Figure 1. Routing congestion (run 1).
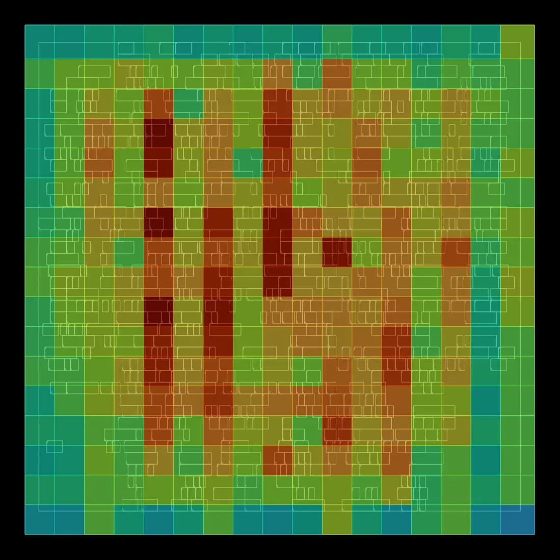
Figure 2. Placement by cell class (run 1).
Scale: 3 px per um. Fill, decap, tap and diode cells in grey.
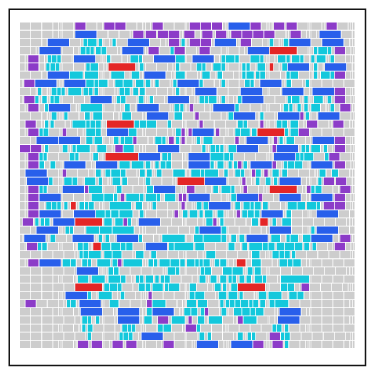
Figure 3. Drive-strength map (run 1).
Scale: 3 px per um.
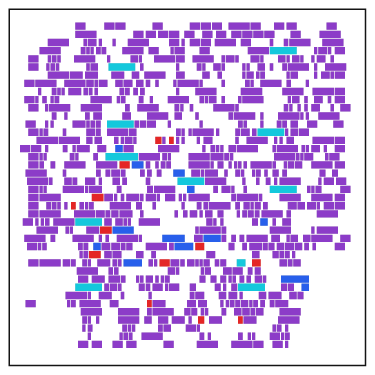
<file path="config.mk">
export PLATFORM = sky130hd
export DESIGN_NAME = core_mul_iter_flat
export DESIGN_NICKNAME = d
export VERILOG_FILES = /design/src/rtl/ppu_pkg.sv /design/src/rtl/core_mul_iter_if.sv /design/src/rtl/mant_norm.sv /design/src/rtl/core_mul_iter.sv /design/src/flat_wrapper.sv
export SDC_FILE = /design/constraint.sdc
export NUM_CORES = 1
export LEC_CHECK = 0
export CAP_MARGIN = 20
export CORE_MARGIN = 3
export CORE_UTILIZATION = 40
export DETAILED_ROUTE_END_ITERATION = 16
export GPL_TIMING_DRIVEN = 0
export HOLD_SLACK_MARGIN = 0.08
export SETUP_SLACK_MARGIN = 0.1
export SYNTH_ARGS = -nofsm -noshare
export SYNTH_HDL_FRONTEND = slang
export SYNTH_SLANG_ARGS = --single-unit
export TNS_END_PERCENT = 10
</file>
<file path="constraint.sdc">
create_clock -name clk -period 2.9 [get_ports clk]
set_input_delay 0.29 -clock clk [delete_from_list [all_inputs] [get_ports clk]]
set_output_delay 0.29 -clock clk [all_outputs]
set_load 0.03 [all_outputs]
</file>
<file path="src/rtl/ppu_pkg.sv">
// Shared definitions for the posit processing unit mantissa cores.
// Width derivation, the core state enum and the normalization rule used by multiplier and divider.
package ppu_pkg;

  function automatic int calc_mant_size(input int n);
    return n - 2;
  endfunction

  function automatic int calc_te_size(input int n, input int es);
    return es + $clog2(n) + 1;
  endfunction

  localparam int N         = 16;
  localparam int ES        = 1;
  localparam int MANT_SIZE = calc_mant_size(N);
  localparam int TE_SIZE   = calc_te_size(N, ES);
  localparam int PROD_W    = 2 * MANT_SIZE;
  localparam int CNT_W     = $clog2(MANT_SIZE + 1);

  typedef enum logic [1:0] {
    IDLE = 2'b00,
    BUSY = 2'b01,
    DONE = 2'b10
  } mul_state_e;

  typedef struct packed {
    logic [PROD_W-1:0]  mant;
    logic [TE_SIZE-1:0] te;
  } norm_res_t;

  // Product lies in [1,4): a set MSB means the value is >= 2, so bump the exponent instead of shifting.
  function automatic norm_res_t normalize(input logic [PROD_W-1:0] p,
                                          input logic [TE_SIZE-1:0] te1,
                                          input logic [TE_SIZE-1:0] te2);
    norm_res_t res;
    if (p[PROD_W-1]) begin
      res.mant = p;
      res.te   = te1 + te2 + TE_SIZE'(1);
    end else begin
      res.mant = {p[PROD_W-2:0], 1'b0};
      res.te   = te1 + te2;
    end
    return res;
  endfunction

endpackage

</file>
<file path="src/rtl/core_mul_iter_if.sv">
// Operand/result handshake bundle of the iterative mantissa multiplier.
// The slave modport is the core's view; the master modport is the producer/consumer side.
interface core_mul_iter_if;
  import ppu_pkg::*;

  logic                 valid_in;
  logic                 ready_in;
  logic [TE_SIZE-1:0]   te1;
  logic [TE_SIZE-1:0]   te2;
  logic [MANT_SIZE-1:0] mant1;
  logic [MANT_SIZE-1:0] mant2;
  logic                 valid_out;
  logic                 ready_out;
  logic [PROD_W-1:0]    mant_out;
  logic [TE_SIZE-1:0]   te_out;

  modport slave (
    input  valid_in, te1, te2, mant1, mant2, ready_out,
    output ready_in, valid_out, mant_out, te_out
  );

  modport master (
    output valid_in, te1, te2, mant1, mant2, ready_out,
    input  ready_in, valid_out, mant_out, te_out
  );

endinterface

</file>
<file path="src/rtl/mant_norm.sv">
// Combinational normalizer: turns a raw product in [1,4) and two operand exponents
// into the leading-one-at-MSB mantissa and matching total exponent.
module mant_norm
  import ppu_pkg::*;
(
  input  logic [PROD_W-1:0]  p_i,
  input  logic [TE_SIZE-1:0] te1_i,
  input  logic [TE_SIZE-1:0] te2_i,
  output logic [PROD_W-1:0]  mant_o,
  output logic [TE_SIZE-1:0] te_o
);

  norm_res_t res_d;

  // Apply the shared normalization rule
  always_comb begin
    res_d = normalize(p_i, te1_i, te2_i);
  end

  assign mant_o = res_d.mant;
  assign te_o   = res_d.te;

endmodule

</file>
<file path="src/rtl/core_mul_iter.sv">
// Iterative shift-and-add mantissa multiplier, one multiplier bit retired per cycle.
// Accumulator and multiplier share one product register that shifts right each iteration.
module core_mul_iter
  import ppu_pkg::*;
(
  input  logic            clk,
  input  logic            rst,
  core_mul_iter_if.slave  bus
);

  mul_state_e           state_q;
  logic [CNT_W-1:0]     cnt_q;
  logic [MANT_SIZE-1:0] mcand_q;
  logic [PROD_W-1:0]    prod_q;
  logic [TE_SIZE-1:0]   te1_q;
  logic [TE_SIZE-1:0]   te2_q;
  logic [PROD_W-1:0]    mant_out_q;
  logic [TE_SIZE-1:0]   te_out_q;

  logic [MANT_SIZE:0]   add_d;
  logic [PROD_W-1:0]    prod_d;
  logic [PROD_W-1:0]    norm_mant_d;
  logic [TE_SIZE-1:0]   norm_te_d;

  // One shift-and-add step; the carry out of the add becomes the new product MSB
  always_comb begin
    add_d  = {1'b0, prod_q[PROD_W-1:MANT_SIZE]};
    prod_d = prod_q;
    if (prod_q[0]) begin
      add_d = {1'b0, prod_q[PROD_W-1:MANT_SIZE]} + {1'b0, mcand_q};
    end else begin
      add_d = {1'b0, prod_q[PROD_W-1:MANT_SIZE]};
    end
    prod_d = {add_d, prod_q[MANT_SIZE-1:1]};
  end

  // Fed with the step result so the final iteration and the result register share one edge
  mant_norm u_mant_norm (
    .p_i    (prod_d),
    .te1_i  (te1_q),
    .te2_i  (te2_q),
    .mant_o (norm_mant_d),
    .te_o   (norm_te_d)
  );

  // Control FSM with datapath and result registers
  always_ff @(posedge clk) begin
    if (rst) begin
      state_q    <= IDLE;
      cnt_q      <= {CNT_W{1'b0}};
      mcand_q    <= {MANT_SIZE{1'b0}};
      prod_q     <= {PROD_W{1'b0}};
      te1_q      <= {TE_SIZE{1'b0}};
      te2_q      <= {TE_SIZE{1'b0}};
      mant_out_q <= {PROD_W{1'b0}};
      te_out_q   <= {TE_SIZE{1'b0}};
    end else begin
      case (state_q)
        IDLE: begin
          if (bus.valid_in) begin
            mcand_q <= bus.mant1;
            prod_q  <= {{MANT_SIZE{1'b0}}, bus.mant2};
            te1_q   <= bus.te1;
            te2_q   <= bus.te2;
            cnt_q   <= CNT_W'(MANT_SIZE);
            state_q <= BUSY;
          end else begin
            state_q <= IDLE;
          end
        end
        BUSY: begin
          prod_q <= prod_d;
          cnt_q  <= cnt_q - CNT_W'(1);
          if (cnt_q == CNT_W'(1)) begin
            mant_out_q <= norm_mant_d;
            te_out_q   <= norm_te_d;
            state_q    <= DONE;
          end else begin
            state_q <= BUSY;
          end
        end
        DONE: begin
          if (bus.ready_out) begin
            state_q <= IDLE;
          end else begin
            state_q <= DONE;
          end
        end
        default: begin
          state_q <= IDLE;
        end
      endcase
    end
  end

  assign bus.ready_in  = (state_q == IDLE);
  assign bus.valid_out = (state_q == DONE);
  assign bus.mant_out  = mant_out_q;
  assign bus.te_out    = te_out_q;

endmodule
</file>
<file path="src/flat_wrapper.sv">
// flat-port wrapper written by rule: the top's interface ports become plain ports
module core_mul_iter_flat import ppu_pkg::*;
  (clk, rst, bus_valid_in, bus_te1, bus_te2, bus_mant1, bus_mant2, bus_ready_out, bus_ready_in, bus_valid_out, bus_mant_out, bus_te_out);
  core_mul_iter_if bus_i ();
  input  logic clk;
  input  logic rst;
  input wire logic [$bits(bus_i.valid_in)-1:0] bus_valid_in;
  input wire logic [$bits(bus_i.te1)-1:0] bus_te1;
  input wire logic [$bits(bus_i.te2)-1:0] bus_te2;
  input wire logic [$bits(bus_i.mant1)-1:0] bus_mant1;
  input wire logic [$bits(bus_i.mant2)-1:0] bus_mant2;
  input wire logic [$bits(bus_i.ready_out)-1:0] bus_ready_out;
  output wire logic [$bits(bus_i.ready_in)-1:0] bus_ready_in;
  output wire logic [$bits(bus_i.valid_out)-1:0] bus_valid_out;
  output wire logic [$bits(bus_i.mant_out)-1:0] bus_mant_out;
  output wire logic [$bits(bus_i.te_out)-1:0] bus_te_out;
  assign bus_i.valid_in = bus_valid_in;
  assign bus_i.te1 = bus_te1;
  assign bus_i.te2 = bus_te2;
  assign bus_i.mant1 = bus_mant1;
  assign bus_i.mant2 = bus_mant2;
  assign bus_i.ready_out = bus_ready_out;
  assign bus_ready_in = bus_i.ready_in;
  assign bus_valid_out = bus_i.valid_out;
  assign bus_mant_out = bus_i.mant_out;
  assign bus_te_out = bus_i.te_out;
  core_mul_iter u_core (.clk(clk), .rst(rst), .bus(bus_i));
endmodule
</file>
==> impl_metrics.tcl, run 1 <==
# collected from the flow reports
set metrics [dict create \
    outcome "complete, no violations" \
    num_rows 40 \
    hold_viol_final 0 \
    drt-met1-wl_um 7271 \
    postSynthAreaPerCell_um2 7.891 \
    fillers 1213 \
    synth-edff-count 0 \
    nets 797 \
    met3_length_um 826 \
    cpPeakStageDelay_ns 0.57 \
    layout.area.comb_um2 2975 \
    ys_sh_xor 0.01911 \
    ys_cells 639 \
    async_reset_ff_frac 0 \
    muxShareOfSynthArea 0.02060 \
    endpoint_kind "flip-flop" \
    cp_slowest_cell "o211ai_1" \
    overflow 0 \
    drive_above_1_share 0.05048 \
    ys_sh_simple 0.2253 \
    io_buffers 79 \
    yosysUniqueCellTypes 62 \
    yosys_warnings 0 \
    met2_usage 0.3630 \
    cts.sinks 94 \
    cts_buffer_depth 2 \
    area_growth_pct 26.13 \
    fa_ha_area_frac 0.06253 \
    r2r_start "u_core.prod_q[16]$_SDFFE_PP0P_" \
    fin_crit_ns 2.703 \
    netlist_area_um2 5042 \
    grt_pass1_vias 4723 \
    top_area_frac 0.3732 \
    ys_top_logic_family "AND-OR/OR-AND gates" \
    critical_path.max_fanout 7 \
    cp.required_ns 3.10 \
    warnings 28 \
    crit_start "u_core.prod_q[16]$_SDFFE_PP0P_" \
    yosysTopAreaCell "dfxtp_1" \
    crit_path_cell_trace "ha_1 > o211ai_1 > o211ai_1 > a21oi_1 > or3b_2 > a31oi_1 > a311oi_1" \
    wl_met2_um 7297 \
    cts_resized 2 \
    die_y_um 118.3 \
    grt_max_degree 16 \
]
About Figure 1:
Total GRT Usage: 0.2274
M1 GR Usage: 0.3114

About Figure 2:
purple -> remaining buffers and delay cells  # cells 121, share of their area 16%
cyan -> combinational and other logic  # cells 503, share of their area 49%
blue -> sequential cells  # cells 94, share of their area 31%
red -> clock drivers and dummy loads  # cells 15, share of their area 4.7%
CORE AREA: 12160 um2
final instance area: 6360 um2
fin util: 0.5229

About Figure 3:
purple -> _0 and _1 cells  # cells 696, share 95%, most used nand2_1
red -> _2 cells  # cells 13, share 1.8%
blue -> _3 and _4 cells  # cells 13, share 1.8%, most used buf_4
cyan -> _6 and larger  # cells 11, share 1.5%, most used clkbuf_16

run 1: Yosys cell counts (2+ instances only):
master and instances:
or3_1 3, a21oi_1 81, nor3_1 6, a211o_1 3, buf_2 3, o211ai_1 13, o21bai_1 3, or4_1 2
mux2i_1 7, nor2_1 52, o211a_1 2, inv_1 11, a311oi_1 16, fa_1 2, mux2_2 3, ha_1 22
clkbuf_1 35, nor2b_1 8, a221oi_1 4, nand3b_1 6, and3_1 7, o21ai_0 18, o31ai_1 2, a31oi_1 6
xnor2_1 6, a211oi_1 10, o311ai_0 2, o21ai_1 2, or2_2 2, nand2_1 120, xor2_1 5, nand2b_1 4
nand3_1 28, buf_4 3, a22oi_1 13, dfxtp_1 94, nand4_1 5, a21o_1 6
run 1: final timing paths:
| kind | end | slack, ns | depth (start not counted) |
|---|---|---|---|
| setup / recovery | u_core.bus.mant_out[27]$_SDFFE_PP0P_ | 0.20 | 7 |
| hold / removal | u_core.bus.mant_out[25]$_SDFFE_PP0P_ | 0.45 | 2 |
| setup reg to reg | u_core.bus.mant_out[27]$_SDFFE_PP0P_ | 0.20 | 7 |
| hold reg to reg | u_core.bus.mant_out[25]$_SDFFE_PP0P_ | 0.45 | 2 |
run 1: registers in the layout (all words and copies together) (netlist names):
name / count
u_core.te1_q: 6
u_core.state_q: 2
u_core.mcand_q: 14
u_core.prod_q: 28
u_core.bus.te_out: 6
u_core.cnt_q: 4
u_core.bus.mant_out: 28
u_core.te2_q: 6
run 1: cells by family (layout without fill, tap and decap cells):
group                    Yosys count  count (layout)
AND/OR/NAND/NOR                  252             252
AND-OR/OR-AND                    195             195
flip-flops                        94              94
buffers and inverters             53             147
adder cells (fa/ha/maj)           24              24
XOR/XNOR                          11              11
multiplexers                      10              10
run 1: layout make-up:
| class | instances | area share |
|---|---|---|
| buffer | 42 | 0.02715 |
| timing repair buffer | 79 | 0.1243 |
| clock buffer | 10 | 0.03600 |
| tap | 168 | 0.03305 |
| sequential | 94 | 0.2959 |
| multi-input combinational | 492 | 0.4678 |
| inverter | 11 | 0.006492 |
| clock inverter | 5 | 0.009247 |
run 1: cells in the final DEF (no fill, tap or decap), types with 6 or more instances in the layout:
cell type	count
o21ai_0	18
a211oi_1	9
nor3_1	6
o211ai_1	13
clkbuf_1	36
and3_1	7
nand3b_1	6
nor2_1	52
a22oi_1	13
a311oi_1	16
ha_1	22
xnor2_1	6
nor2b_1	8
clkdlybuf4s50_1	79
dfxtp_1	94
nand3_1	28
clkbuf_16	9
inv_1	11
a21oi_1	81
nand2_1	120
mux2i_1	7
a31oi_1	6
a21o_1	6
run 1: per-stage QoR:
step                      setup slack (ns)  cells  total power [uW]  hold WS (ns)    util
after global routing               0.05609    901              3213        0.4753  0.5229
after detailed placement          -0.04368    886              1911        0.4465  0.4969
after floorplan                     0.3820    639              1722        0.4260       -
final                               0.1971    901              3085        0.4496  0.5229
after CTS                           0.1126    901              3096        0.4551  0.5210
after global placement            -0.02484    886              1900        0.4419  0.4969
run 1: where the power goes:
part	switching [uW]	internal (uW)	leakage, uW
clock	529	666	0.000135
sequential	46.0	1350	0.000766
combinational	300	196	0.00138
==> run 2, diff against run 1 <==
==> constraint.sdc (replaced) <==
create_clock -name clk -period 2.9 [get_ports clk]
set_input_delay 0.58 -clock clk [delete_from_list [all_inputs] [get_ports clk]]
set_output_delay 0.58 -clock clk [all_outputs]
set_load 0.03 [all_outputs]
Figure 4. Signal wires on met3 (run 2).
Scale: 4 px per um.
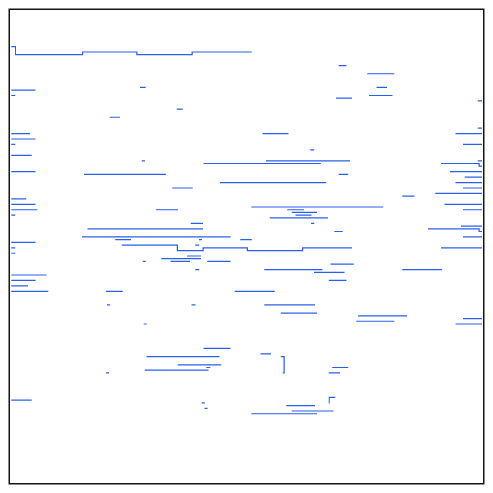
longest straight run = 36.8 um
share of all routed wire = 5.3%
nets with wire on the layer = 86
wire length on this layer = 827 um

==> run 2 against run 1 <==
Against the previous run: die area did not move; clock skew stayed put; sequential cell count is the same; count of clock-buffer cells in the layout unchanged; combinational power about the same; cell area unchanged; global-route usage is the same; critical path type unchanged.
==> impl_metrics.tcl, run 2 <==
# collected from the flow reports
set metrics [dict create \
    area_growth_pct 26.13 \
    outcome "complete, no violations" \
    grt_util_all_layers 0.2274 \
    overflow 0 \
    crit_path_end "u_core.bus.mant_out[27]$_SDFFE_PP0P_" \
    grt_max_degree 16 \
    netlist_area_um2 5042 \
    top_area_frac 0.3732 \
    core_um2 12160 \
    async_reset_ff_frac 0 \
    worst_hold_slack_ns 0.4496 \
    fillers 1213 \
    drive_above_1_share 0.05048 \
    cts.sinks 94 \
    rrSetupSlack_ns 0.20 \
    postSynthAreaPerCell_um2 7.891 \
    yosysUniqueCellTypes 62 \
    grt_pass1_vias 4723 \
    synth-edff-count 0 \
    cts_buffer_depth 2 \
    cp.required_ns 3.10 \
    yosys_warnings 0 \
]
Figure 5. Routing congestion (run 2).
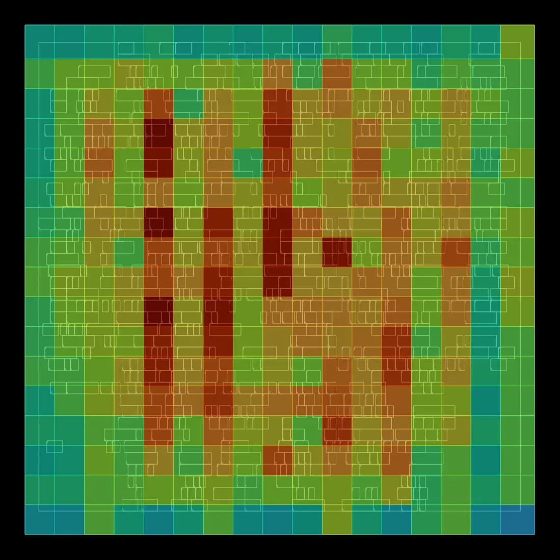
met3 Use GR: 0.03349
Most Crowded Layer GR: met2

## run 2: cell counts after synthesis
Identical to the previous run, type by type.
## run 2: what timing repair did
action                                 CTS  global route
hold buffers                             0             0
buffers inserted                         0             0
gates resized                            2             5
endpoints found under the hold margin    0             0
cloned                                   0             0
pin swaps                                0             1
setup endpoints to repair                9            24
## run 2: worst min-delay path by stage
stage / slack, ns / endpoint / cells past startpoint
2_1_floorplan: 0.44 / u_core.cnt_q[3]$_SDFFE_PP0P_ / 1
3_3_place_gp: 0.44 / u_core.bus.mant_out[25]$_SDFFE_PP0P_ / 2
3_5_place_dp: 0.45 / u_core.bus.mant_out[19]$_SDFFE_PP0P_ / 2
4_1_cts: 0.46 / u_core.bus.mant_out[25]$_SDFFE_PP0P_ / 2
5_1_grt: 0.48 / u_core.bus.mant_out[25]$_SDFFE_PP0P_ / 2
6_report: 0.45 / u_core.bus.mant_out[25]$_SDFFE_PP0P_ / 2
## run 2: per-stage QoR
stage	area, um2	total power [uW]	std cells	setup TNS [ns]	setup slack (ns)
floorplan	5042	1722	639	0	0.3820
global placement	6043	1900	886	-0.02615	-0.02484
detailed placement	6043	1911	886	-0.08464	-0.04368
CTS	6336	3096	901	0	0.1126
global route	6360	3213	901	0	0.05609
finish	6360	3085	901	0	0.1971
## run 2: power breakdown
| group | switching [uW] | internal (uW) | leakage [uW] |
|---|---|---|---|
| registers | 46.0 | 1350 | 0.000766 |
| logic | 300 | 196 | 0.00138 |
| clock network | 529 | 666 | 0.000135 |
## run 2: kinds of logic after synthesis
group / count (synthesis) / synth area share
flops: 94 / 0.3732
mux: 10 / 0.02060
simple gates: 252 / 0.2253
buf+inv: 53 / 0.04243
compound gates: 195 / 0.2568
xor+xnor: 11 / 0.01911
fa+ha+maj: 24 / 0.06253
## run 2: area by class of cell
cell class | instances | share of cell area
multi-input combinational | 492 | 0.4678
clock buffer | 10 | 0.03600
buffer | 42 | 0.02715
sequential | 94 | 0.2959
tap | 168 | 0.03305
timing repair buffer | 79 | 0.1243
clock inverter | 5 | 0.009247
inverter | 11 | 0.006492
## run 2: per-layer routing
| layer | up-vias | part of all wire | global-route usage | wire (um) |
|---|---|---|---|---|
| li1 | 2482 | - | - | - |
| met1 | 2417 | 0.46 | 0.3114 | 7271 |
| met2 | 162 | 0.46 | 0.3630 | 7297 |
| met3 | 29 | 0.052 | 0.03349 | 826 |
| met4 | 0 | 0.023 | 0.08498 | 358 |
| met5 | - | 0 | 0 | 0 |
## run 2: worst max-delay path, stage by stage, from the launching register on
cell and delay, ns:
dfxtp_1 0.33, ha_1 0.40, o211ai_1 0.19, o211ai_1 0.57, a21oi_1 0.18, or3b_2 0.54, a31oi_1 0.23, a311oi_1 0.11
==> run 3, diff against run 2 <==
--- a/config.mk
+++ b/config.mk
@@ -11,6 +11,7 @@
 export DETAILED_ROUTE_END_ITERATION = 16
 export GPL_TIMING_DRIVEN = 0
 export HOLD_SLACK_MARGIN = 0.08
+export PLACE_DENSITY = 0.6
 export SETUP_SLACK_MARGIN = 0.1
 export SYNTH_ARGS = -nofsm -noshare
 export SYNTH_HDL_FRONTEND = slang
Figure 6. Placement by cell class (run 3).
Scale: 3 px per um. Fill, decap, tap and diode cells in grey.
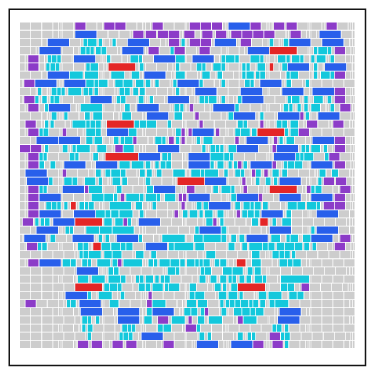
Seq/total area: 0.2959
num rows: 40

==> run 3 against run 2 <==
Against the previous run: register-to-register slack about the same; cell area unchanged; largest cell class unchanged; routed wire length unchanged; sequential cell count unchanged; combinational power barely moved; power unchanged; critical path type unchanged; via count did not move; fmax did not move; sequential power hardly changed; sequential share of layout area is the same; synthesized area is the same; critical path depth is the same.
==> impl_metrics.tcl, run 3 <==
# collected from the flow reports
set metrics [dict create \
    hold_viol_final 0 \
    cts_buffer_depth 2 \
    swShare 0.2836 \
    crit_start "u_core.prod_q[16]$_SDFFE_PP0P_" \
    overflow 0 \
    layout_top_cells "nand2_1 (120), dfxtp_1 (94), a21oi_1 (81)" \
    sequentialPowerShare 0.452 \
    grt_pass1_vias 4723 \
    p_switching_uw 874.8 \
    yosys_warnings 0 \
    netlist_top_cells_count "nand2_1 (120), dfxtp_1 (94), a21oi_1 (81)" \
    power_uw 3085 \
    io_buffers 79 \
    cts.sinks 94 \
    yosysUniqueCellTypes 62 \
    worst_hold_slack_ns 0.4496 \
    netlist_area_um2 5042 \
    outcome "complete, no violations" \
    fin_setup_tns_ns 0 \
    nets 797 \
    comb_power_share 0.161 \
    post_cts_buffers 0 \
    dieWidth_um 118.3 \
    fin_crit_ns 2.703 \
    top_area_frac 0.3732 \
    rsz0062_at_grt "true" \
    top_cell "nand2_1" \
    dp_cells 886 \
    r2r_start "u_core.prod_q[16]$_SDFFE_PP0P_" \
    async_reset_ff_frac 0 \
    holdBufCountCts 0 \
    core_um2 12160 \
    critical_path.max_fanout 7 \
    warnings 28 \
    cts_root_buf "clkbuf_16" \
    clockPowerShare 0.387 \
    p_int_uw 2210 \
    cp.required_ns 3.10 \
]
Figure 7. Drive-strength map (run 3).
Scale: 3 px per um.
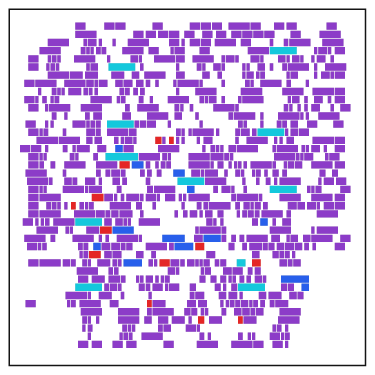
Non-clk bufs: 121
Area Overhead vs Synth: 26.13%
Final WS setup: 0.1971 ns

[run 3: routing by layer]
layer / vias up / part of all wire / global-route usage / routed length [um]
met5: - / 0 / 0 / 0
met4: 0 / 0.023 / 0.08498 / 358
met2: 162 / 0.46 / 0.3630 / 7297
met3: 29 / 0.052 / 0.03349 / 826
li1: 2482 / - / - / -
met1: 2417 / 0.46 / 0.3114 / 7271
[run 3: path summary, 6_finish.rpt]
check                                         end  cells after the start  slack [ns]
max          u_core.bus.mant_out[27]$_SDFFE_PP0P_                      7        0.20
min reg2reg  u_core.bus.mant_out[25]$_SDFFE_PP0P_                      2        0.45
max reg2reg  u_core.bus.mant_out[27]$_SDFFE_PP0P_                      7        0.20
min          u_core.bus.mant_out[25]$_SDFFE_PP0P_                      2        0.45
[run 3: cell families after synthesis]
logic type	synth area share
AND/OR/NAND/NOR	0.2253
flip-flops	0.3732
buffers and inverters	0.04243
XOR/XNOR	0.01911
multiplexers	0.02060
AND-OR/OR-AND	0.2568
adder cells (fa/ha/maj)	0.06253
[run 3: per-stage QoR]
stage               worst slack, ns    util  area [um2]
floorplan                    0.3820       -        5042
global placement           -0.02484  0.4969        6043
detailed placement         -0.04368  0.4969        6043
CTS                          0.1126  0.5210        6336
global route                0.05609  0.5229        6360
finish                       0.1971  0.5229        6360
[run 3: cell type report]
type,count,area [um2]
clock buffer,10,229.0
multi-input combinational,492,2975
inverter,11,41.29
timing repair buffer,79,790.8
clock inverter,5,58.81
buffer,42,172.7
tap,168,210.2
fill,1213,5802
sequential,94,1882
[run 3: power groups by stage]
stage	logic, uW	registers, uW	clock network [uW]
after global routing	548	1400	1260
after floorplan	300	1420	0
after global placement	479	1420	0
after detailed placement	488	1420	0
final	496	1390	1190
after CTS	491	1390	1210
[run 3: worst max-delay path: stages (launching register included)]
cell and delay (ns):
dfxtp_1 0.33, ha_1 0.40, o211ai_1 0.19, o211ai_1 0.57, a21oi_1 0.18, or3b_2 0.54, a31oi_1 0.23, a311oi_1 0.11
[run 3: what timing repair did]
item	CTS	global route
pin swaps	0	1
gates resized	2	5
endpoints found under the hold margin	0	0
endpoints found under the setup margin	9	24
Power and IR drop assume default switching activity.
